**PDN straps and rails**

Bar = 50 µm. Pins as bars on the die edge. Tap cells in gray.
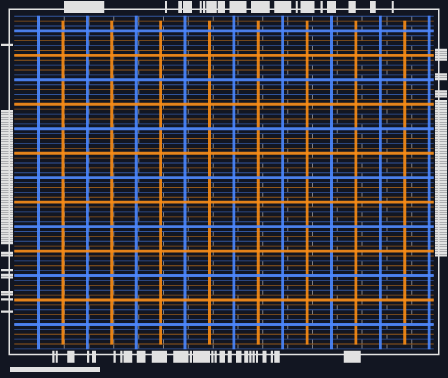
**Placement by cell class**

Bar = 50 µm.
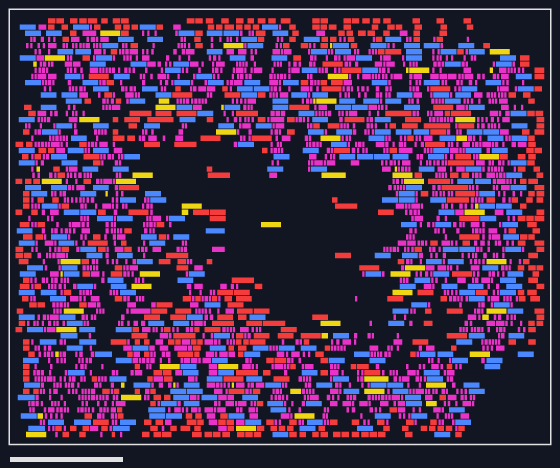
**Clock network drawn from the DEF**

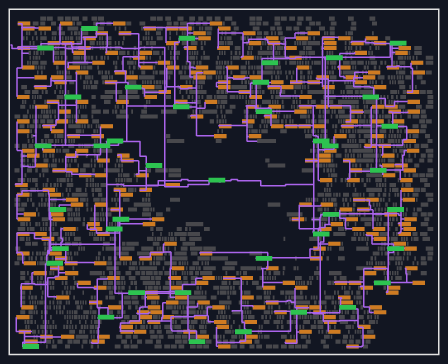
$ cat config.mk
export PLATFORM = sky130hd
export DESIGN_NAME = pipe_stage_reg
export DESIGN_NICKNAME = d
export VERILOG_FILES = /design/src/rtl/pipe_pkg.sv /design/src/rtl/pipe_slot.sv /design/src/rtl/pipe_stage_reg.sv
export SDC_FILE = /design/constraint.sdc
export NUM_CORES = 1
export LEC_CHECK = 0
export ABC_AREA = 1
export CORE_ASPECT_RATIO = 0.8
export CORE_MARGIN = 2
export CORE_UTILIZATION = 35
export CTS_CLUSTER_DIAMETER = 50
export DETAILED_ROUTE_END_ITERATION = 10
export GPL_ROUTABILITY_DRIVEN = 0
export SLEW_MARGIN = 20
export SYNTH_ARGS = -nofsm -noshare
export SYNTH_HDL_FRONTEND = slang
export SYNTH_HIERARCHICAL = 1
export SYNTH_SLANG_ARGS = --single-unit
$ cat constraint.sdc
create_clock -name clk -period 1.58 [get_ports clk]
set_input_delay 0.316 -clock clk [delete_from_list [all_inputs] [get_ports clk]]
set_output_delay 0.316 -clock clk [all_outputs]
set_load 0.01 [all_outputs]
$ cat src/rtl/pipe_pkg.sv
// Shared constants and payload layouts for the generic pipeline stage register.
// The field offsets and control bit indices describe the ID/EX instantiation.
package pipe_pkg;

    localparam int unsigned ID_EX_DATA_W = 138;
    localparam int unsigned ID_EX_CTRL_W = 10;
    localparam int unsigned ALUOP_W      = 3;
    localparam int unsigned WORD_W       = 32;
    localparam int unsigned REG_IDX_W    = 5;

    localparam int unsigned CTRL_REGDST    = 0;
    localparam int unsigned CTRL_ALUSRC    = 1;
    localparam int unsigned CTRL_MEMTOREG  = 2;
    localparam int unsigned CTRL_REGWRITE  = 3;
    localparam int unsigned CTRL_MEMREAD   = 4;
    localparam int unsigned CTRL_MEMWRITE  = 5;
    localparam int unsigned CTRL_PCSRC     = 6;
    localparam int unsigned CTRL_ALUOP_LSB = 7;
    localparam int unsigned CTRL_ALUOP_MSB = 9;

    localparam int unsigned RT_LSB      = 0;
    localparam int unsigned RD_LSB      = 5;
    localparam int unsigned IMM_LSB     = 10;
    localparam int unsigned RS_DATA_LSB = 42;
    localparam int unsigned RT_DATA_LSB = 74;
    localparam int unsigned PC_LSB      = 106;

    // Packed views of the ID/EX payload; member order matches the offsets above.
    typedef struct packed {
        logic [WORD_W-1:0]    pc;
        logic [WORD_W-1:0]    rt_data;
        logic [WORD_W-1:0]    rs_data;
        logic [WORD_W-1:0]    imm;
        logic [REG_IDX_W-1:0] rd;
        logic [REG_IDX_W-1:0] rt;
    } id_ex_data_t;

    typedef struct packed {
        logic [ALUOP_W-1:0] alu_op;
        logic               pc_src;
        logic               mem_write;
        logic               mem_read;
        logic               reg_write;
        logic               mem_to_reg;
        logic               alu_src;
        logic               reg_dst;
    } id_ex_ctrl_t;

    typedef enum logic [1:0] {
        SKID_EMPTY = 2'd0,
        SKID_ONE   = 2'd1,
        SKID_FULL  = 2'd2
    } skid_state_t;

endpackage

$ cat src/rtl/pipe_slot.sv
// One pipeline holding register: valid + control + payload with load/clear.
// Clear beats load and zeroes control but leaves the payload untouched.
module pipe_slot
    import pipe_pkg::*;
#(
    parameter int unsigned DATA_W = ID_EX_DATA_W,
    parameter int unsigned CTRL_W = ID_EX_CTRL_W
) (
    input  logic              clk,
    input  logic              rst,
    input  logic              load,
    input  logic              clear,
    input  logic [DATA_W-1:0] in_data,
    input  logic [CTRL_W-1:0] in_ctrl,
    output logic              valid,
    output logic [DATA_W-1:0] data,
    output logic [CTRL_W-1:0] ctrl
);

    always_ff @(posedge clk) begin
        if (rst) begin
            valid <= 1'b0;
            ctrl  <= '0;
            data  <= '0;
        end else if (clear) begin
            valid <= 1'b0;
            ctrl  <= '0;
        end else if (load) begin
            valid <= 1'b1;
            ctrl  <= in_ctrl;
            data  <= in_data;
        end
    end

endmodule

$ cat src/rtl/pipe_stage_reg.sv
// Parametrised pipeline stage register with valid/ready handshake, flush and
// an optional 2-entry skid buffer that keeps in_ready off the out_ready path.
module pipe_stage_reg
    import pipe_pkg::*;
#(
    parameter int unsigned DATA_W      = ID_EX_DATA_W,
    parameter int unsigned CTRL_W      = ID_EX_CTRL_W,
    parameter bit          SKID        = 1'b1,
    parameter int unsigned STALL_CNT_W = 16
) (
    input  logic                   clk,
    input  logic                   rst,
    input  logic                   flush,
    input  logic                   in_valid,
    output logic                   in_ready,
    input  logic [DATA_W-1:0]      in_data,
    input  logic [CTRL_W-1:0]      in_ctrl,
    output logic                   out_valid,
    input  logic                   out_ready,
    output logic [DATA_W-1:0]      out_data,
    output logic [CTRL_W-1:0]      out_ctrl,
    output logic [STALL_CNT_W-1:0] stall_cnt
);

    logic accept;
    logic retire;

    assign accept = in_valid & in_ready;
    assign retire = out_valid & out_ready;

    if (SKID == 1'b0) begin : g_single
        // Single slot: a retiring beat frees the slot in the same cycle.
        assign in_ready = out_ready | ~out_valid;

        pipe_slot #(
            .DATA_W (DATA_W),
            .CTRL_W (CTRL_W)
        ) u_main (
            .clk     (clk),
            .rst     (rst),
            .load    (accept),
            .clear   (flush | (retire & ~accept)),
            .in_data (in_data),
            .in_ctrl (in_ctrl),
            .valid   (out_valid),
            .data    (out_data),
            .ctrl    (out_ctrl)
        );
    end else begin : g_skid
        skid_state_t       state;
        logic              ready_q;
        logic              main_load;
        logic              main_clear;
        logic              skid_load;
        logic              skid_clear;
        logic              skid_valid;
        logic [DATA_W-1:0] skid_data;
        logic [CTRL_W-1:0] skid_ctrl;
        logic [DATA_W-1:0] main_in_data;
        logic [CTRL_W-1:0] main_in_ctrl;

        assign in_ready = ready_q;

        // Occupancy FSM; ready_q mirrors "next state is not FULL".
        always_ff @(posedge clk) begin
            if (rst || flush) begin
                state   <= SKID_EMPTY;
                ready_q <= 1'b1;
            end else begin
                case (state)
                    SKID_EMPTY: begin
                        if (accept) begin
                            state <= SKID_ONE;
                        end
                    end
                    SKID_ONE: begin
                        if (accept && !retire) begin
                            state   <= SKID_FULL;
                            ready_q <= 1'b0;
                        end else if (retire && !accept) begin
                            state <= SKID_EMPTY;
                        end
                    end
                    SKID_FULL: begin
                        if (retire) begin
                            state   <= SKID_ONE;
                            ready_q <= 1'b1;
                        end
                    end
                    default: begin
                        state   <= SKID_EMPTY;
                        ready_q <= 1'b1;
                    end
                endcase
            end
        end

        always_comb begin
            main_load  = 1'b0;
            main_clear = 1'b0;
            skid_load  = 1'b0;
            skid_clear = 1'b0;
            case (state)
                SKID_EMPTY: main_load = accept;
                SKID_ONE: begin
                    main_load  = accept & retire;
                    skid_load  = accept & ~retire;
                    main_clear = retire & ~accept;
                end
                SKID_FULL: begin
                    main_load  = retire;
                    skid_clear = retire;
                end
                default: main_clear = 1'b1;
            endcase
        end

        // The skid entry is only occupied in FULL, so it is the refill source then.
        assign main_in_data = skid_valid ? skid_data : in_data;
        assign main_in_ctrl = skid_valid ? skid_ctrl : in_ctrl;

        pipe_slot #(
            .DATA_W (DATA_W),
            .CTRL_W (CTRL_W)
        ) u_main (
            .clk     (clk),
            .rst     (rst),
            .load    (main_load),
            .clear   (main_clear | flush),
            .in_data (main_in_data),
            .in_ctrl (main_in_ctrl),
            .valid   (out_valid),
            .data    (out_data),
            .ctrl    (out_ctrl)
        );

        pipe_slot #(
            .DATA_W (DATA_W),
            .CTRL_W (CTRL_W)
        ) u_skid (
            .clk     (clk),
            .rst     (rst),
            .load    (skid_load),
            .clear   (skid_clear | flush),
            .in_data (in_data),
            .in_ctrl (in_ctrl),
            .valid   (skid_valid),
            .data    (skid_data),
            .ctrl    (skid_ctrl)
        );
    end

    // Saturating count of cycles the downstream stage holds us off.
    always_ff @(posedge clk) begin
        if (rst) begin
            stall_cnt <= '0;
        end else if (out_valid && !out_ready && (stall_cnt != {STALL_CNT_W{1'b1}})) begin
            stall_cnt <= stall_cnt + STALL_CNT_W'(1);
        end
    end

endmodule

==> summary.txt <==
run metrics: grt total ovfl 0, DR vias 15,430, WL/cell 17.56 µm, share of layout cells above drive strength 1 18.05%, Setup Viol. Count Final 298, Peak Freq 554.8 MHz, drt via density 4.831, status finished, violations left, maximum fanout along the worst path 17, P_clk 8.81 mW, Die Y 191.1 µm, synthesized area per cell 6.845 µm², reg2reg path depth 12, n_diodes 3, unique cell type count in the Yosys netlist 25, initial antenna violation count 1, Top Usage Layer GRT met2, unrepaired setup endpoints after global routing true, Pint 15.48 mW, Post-Synth Simple-Gate Area 33.96%, Cell Chain, Critical Path nand2_2, buf_6, inv_4, ha_4, nand2_4, nor2_4, inv_2, nor2_4, buf_12, bufbuf_16, nor2_1, nor2_1, cell with the most instances after synthesis nor2_1, I/O pin total 319, largest net degree at the start of global routing 64, post-route setup slack -222.5 ps, Ys Warns 6, Leading cell kind multi-input combinational cells, xor+xnor area frac 0.05717%, Max Used Layer met4, largest area contributor in the netlist dfxtp_1, Top delay family on crit path buffers and inverters, R2R Path End g_skid.u_skid/data[79]$_SDFFE_PP0P_, failing checks negative setup slack, setup_tns -37,080 ps, flip-flops 317, Max Clock Skew 15.20 ps
Notes on 'PDN straps and rails' above:
- VDD: orange
- VSS: blue
- tap cells: 560
- met1 rails: 69
- met5 straps: 13
- signal pins: 319

Notes on 'placement by cell class' above:
- flops: blue (cells 317)
- clock drivers and dummy loads: yellow (cells 66)
- all other logic: magenta (cells 1,776)
- other buffers and delay cells: red (cells 472)
core area: 43,140 µm²
post-route cell area: 22,830 µm²
placement row count: 68
final core utilization: 52.92%
fraction of area in registers: 27.88%

Notes on 'clock network drawn from the DEF' above:
- clock wires: purple (length 4,630 µm)
- cells driving clock nets: green (count 40)
- flip-flops: orange (count 317)
- routed clock nets: 41

[state kept, by name, summed over array words and instances, names as in the netlist]
signal               cells
g_skid.u_main/ctrl      10
in_ready                 1
stall_cnt               16
g_skid.u_main/data     138
g_skid.u_skid/data     138
g_skid.u_main/valid      1
g_skid.u_skid/ctrl      10
g_skid.u_skid/valid      1
g_skid.state             2
[stage by stage]
| step | util, % | hold slack (ps) | area, µm² | cells |
|---|---|---|---|---|
| after CTS | 48.92 | 349.6 | 21100 | 3133 |
| after global placement | 45.26 | 439.6 | 19520 | 3052 |
| after floorplan | - | 434.1 | 15410 | 2238 |
| after global routing | 52.91 | 385.4 | 22820 | 3192 |
| final | 52.92 | 379.3 | 22830 | 3194 |
| after detailed placement | 45.26 | 448.9 | 19520 | 3052 |
Power figures rest on the tool's default switching activity, not on a simulated workload.
